==> run_1/power_grid.png <==
Pins as bars on the die edge. Tap cells in grey.
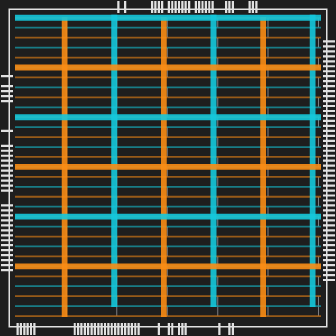
==> run_1/placement_by_type.png <==
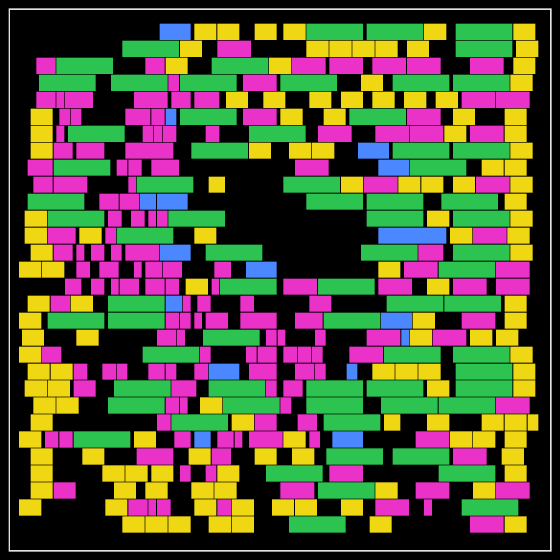
==> run_1/clk_routes.png <==
The bar under the picture is 20 um long.
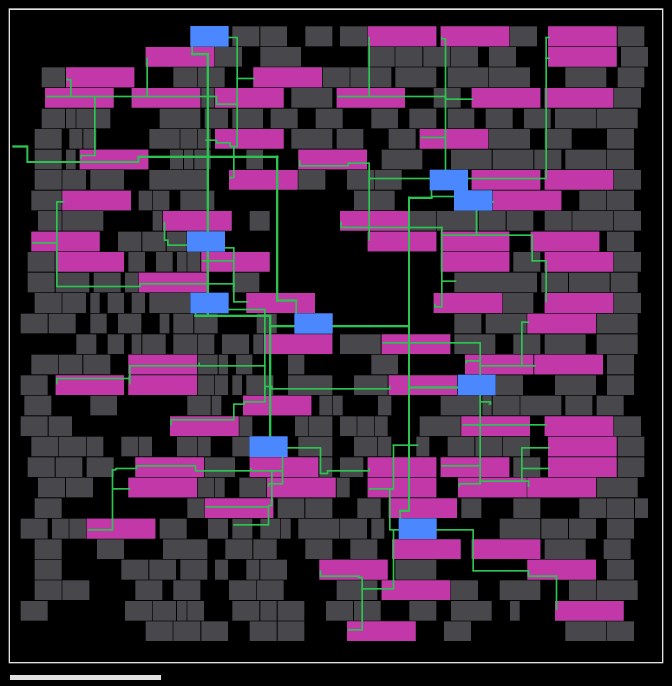
==> run_1/wires.png <==
The bar under the picture is 20 um long.
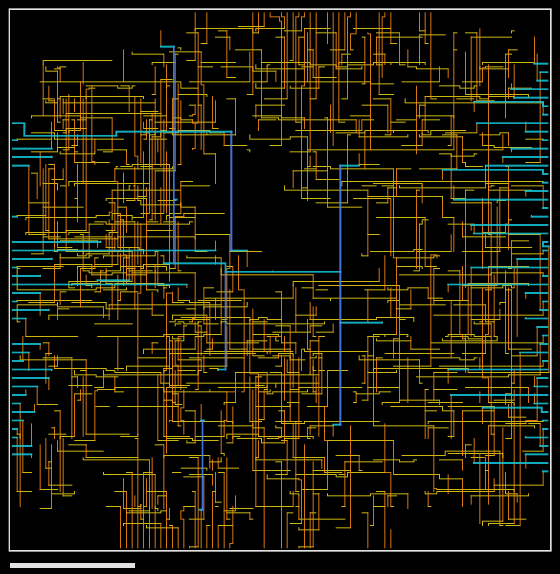
==> config.mk <==
export PLATFORM = sky130hd
export DESIGN_NAME = regfile_dump_ctrl
export DESIGN_NICKNAME = d
export VERILOG_FILES = /design/src/rtl/regdump_pkg.sv /design/src/rtl/regdump_stream_stage.sv /design/src/rtl/regfile_dump_ctrl.sv
export SDC_FILE = /design/constraint.sdc
export NUM_CORES = 1
export LEC_CHECK = 0
export CAP_MARGIN = 15
export CORE_MARGIN = 1
export CORE_UTILIZATION = 46
export CTS_CLUSTER_DIAMETER = 120
export DETAILED_ROUTE_END_ITERATION = 10
export PLACE_DENSITY = 0.83
export SLEW_MARGIN = 40
export SYNTH_ARGS = -nofsm -noshare
export SYNTH_HDL_FRONTEND = slang
export SYNTH_HIERARCHICAL = 1
export SYNTH_SLANG_ARGS = --single-unit
==> constraint.sdc <==
create_clock -name clk -period 4.9 [get_ports clk]
set_input_delay 0.98 -clock clk [delete_from_list [all_inputs] [get_ports clk]]
set_output_delay 0.98 -clock clk [all_outputs]
set_load 0.05 [all_outputs]
==> results.py <==
# Metrics from the implementation run
metrics = {
    "worst_setup_path": {
        "crit_fanout": 38,
        "worst-r2r-setup-slack_ns": 2.56,
        "critPathArrivalTime_ns": 3.06,
        "required_ns": 5.12,
        "cp-end-kind": "flip-flop",
        "critPathKind": "in2reg",
        "r2r_cells": 4,
        "critPathLaunchType": "input pin",
    },
    "clocking": {
        "cts.clk_slew.worst_paths_ns": 0.07,
        "clockBufferDepth": 2,
        "cts_tree": "built",
        "htreeDepth": 3,
        "cts_resized": 0,
        "cts.sinks": 70,
        "post_cts_buffers": 0,
        "root_buffer": "clkbuf_8",
        "ctsHoldBuffers": 0,
        "numCtsBuffers": 9,
    },
    "final_layout": {
        "nNetsFinal": 445,
        "logic_area_mm2": 0.001409,
        "largest_register_ffs": 32,
        "diodes": 0,
        "drive_gt1_share_pct": 19.62,
        "fillers": 512,
        "syn2layout_area_growth_pct": 46.95,
        "instances_no_fill": 468,
        "flop_area_mm2": 0.001752,
    },
    "synthesis": {
        "avgSynthCellArea_um2": 14.33,
        "synthCells": 229,
        "synth.distinct_cells": 42,
        "flop_cell": "dfrtp_1",
        "postSynth.asyncResetShare_pct": 100.0,
        "ys_sh_aoi_pct": 1.945,
        "synthesis.nets": 307,
        "ys_sh_adder_pct": 1.144,
        "yosys_cells": 229,
        "ys_sh_xor_pct": 4.272,
        "yosys.area_share.simple_pct": 15.45,
        "ys_seq_share_pct": 53.39,
        "synth_flops": 70,
        "yosys_warnings": 6,
        "muxShareOfSynthArea_pct": 19.83,
        "edf_count": 0,
        "netlist_logic_family_top": "multiplexers",
        "yosys_area_mm2": 0.003281,
        "syn-cell-area_mm2": 0.003281,
    },
    "run": {
        "maxCapViolCount": 0,
        "warnings": 32,
    },
    "power_and_ir_drop": {
        "p_sw_w": 0.001347,
        "seqPwrFrac_pct": 29.7,
        "switching_share_pct": 43.73,
        "powerDensity_mw_per_mm2": 639.1,
        "p_comb_w": 0.00172,
        "comb_power_share_pct": 55.8,
        "clockPowerShare_pct": 14.5,
        "maxPowerGroup": "combinational cells",
        "p_seq_w": 0.000914,
        "p_int_w": 0.001734,
        "p_total_w": 0.003081,
        "leakage_nw": 2.131,
    },
    "sta": {
        "min_period_ns": 2.837,
        "fmax_ghz": 0.3525,
        "slew_violations": 0,
        "relSlewSlack_pct": 44.03,
        "layout_setup_ws_ns": 2.063,
        "setup_viol": 0,
        "finalSetupTns_ns": 0,
        "hold_violations": 0,
        "worst_slew_pin_slew_ns": 0.8333,
        "fin_hold_ws_ns": 0.4984,
        "period_used_pct": 57.89,
        "fin_worst_skew_ns": 0.006263,
        "rsz0062_at_grt": "false",
    },
    "grt": {
        "grtUsageTotal_pct": 20.05,
        "grt_pass1_wl_um": 11480,
        "grt_max_degree": 40,
        "grt_pass1_vias": 2425,
        "overflow": 0,
        "antenna_found_initial": 0,
    },
    "drt": {
        "first_iter_violations": 76,
        "vias_per_cell": 4.989,
        "drt_pass1_iterations": 4,
        "vias": 2335,
        "drtAntennaViolNets": 0,
        "post-route-drc-count": 0,
    },
    "floorplanning": {
        "dieArea_mm2": 0.007474,
        "fp_util_pct": 48.02,
        "boundaryPins": 139,
    },
    "place": {
        "dp_hpwl_um": 5172,
        "gp_congestion": 0.8181,
        "placed_area_mm2": 0.004631,
        "dp_cells": 452,
        "place_ws_ns": 1.686,
        "io_buffers": 132,
    },
    "min_path": {
        "holdPathStages": 1,
        "hold_path_class": "reg2reg",
    },
    "run_status": {
        "outcome": "completed",
    },
}
Notes on power_grid.png above:
| colour | net |
|---|---|
| cyan | VDD |
| orange | VSS |
met4 straps: 6
signal pins: 139
met1 rails: 31
die span in y: 86.45 um
Core ar.: 0.006832 mm2
Die W: 86.45 um
peak supply drop: 0.1971 mV

Notes on placement_by_type.png above:
| colour | class | cells | share of their area |
|---|---|---|---|
| magenta | combinational and other logic | 152 | 30% |
| blue | clock drivers and dummy loads | 16 | 4.0% |
| green | sequential cells | 70 | 37% |
| yellow | remaining buffers and delay cells | 134 | 28% |
Core Rows: 30
final core utilization: 70.57%
Final Cell Area: 0.004821 mm2

Notes on clk_routes.png above:
[blue] clock drivers | count: 9
[magenta] flip-flops | count: 70
[green] clock wires | length: 851 um
flops lie: widely spread
Latency at later pin: 0.34 ns
clock group total power: 0.000447 W

Notes on wires.png above:
| colour | layer | wire length |
|---|---|---|
| cyan | metal 3 | 499 um |
| blue | metal 4 | 125 um |
| orange | metal 2 | 3,390 um |
| yellow | metal 1 | 3,120 um |
DR WL/cell: 15.25 um
wire length after detailed routing: 7135 um

==> run 1: area by class of cell <==
type | count | area share [%]
sequential | 70 | 36.34
multi-input combinational | 147 | 29.22
timing repair buffer | 134 | 27.61
clock buffer | 10 | 2.647
tap | 96 | 2.492
clock inverter | 6 | 1.298
inverter | 5 | 0.3893
==> run 1: routing by layer <==
layer  global-route usage (%)  wire length [um]  vias up
li1                         -                 -     1105
met1                    25.16              3117     1126
met2                    32.90              3393       91
met3                    5.524               499       13
met4                    8.182               125        0
met5                        0                 0        -
==> run 1: synthesized netlist by cell type (2+ instances only) <==
cell type	count	area [um2]
buf_6	2	22.52
nor2b_1	2	12.51
nor4bb_1	2	20.02
mux2i_1	2	20.02
ha_1	3	37.54
nor4_1	6	37.54
nand2_1	7	26.28
buf_12	4	80.08
xnor2_1	5	43.79
a21oi_1	3	15.01
nor3b_1	2	15.01
nand4_1	5	31.28
dfrtp_1	70	1752
mux2_4	39	585.6
and3_1	3	18.77
nor4b_1	4	35.03
nand3_1	7	35.03
nor2_1	4	15.01
nor4b_2	3	45.04
xor2_1	11	96.34
nor3_1	12	60.06
mux2_2	4	45.04
nand2b_1	3	18.77
inv_1	5	18.77
nor4_2	2	25.02
or2_2	3	18.77
==> run 1: placed cells by master (no fill, tap or decap), types with 4 or more instances in the layout <==
cell	count
nor2_1	4
clkbuf_8	9
inv_1	5
xor2_1	11
nand3_1	7
mux2_4	39
nand4_1	5
clkdlybuf4s50_1	131
nor4b_1	4
xnor2_1	5
nor4_1	6
dfrtp_1	70
mux2_2	4
nand2_1	7
nor3_1	12
==> run 1: critical path, cell delays in order <==
cell and delay (ns):
clkdlybuf4s50_1 0.51, nor2b_1 0.12, nor3_4 0.38, buf_4 0.65, mux2_2 0.41
Power is estimated from default activity; no workload was simulated.
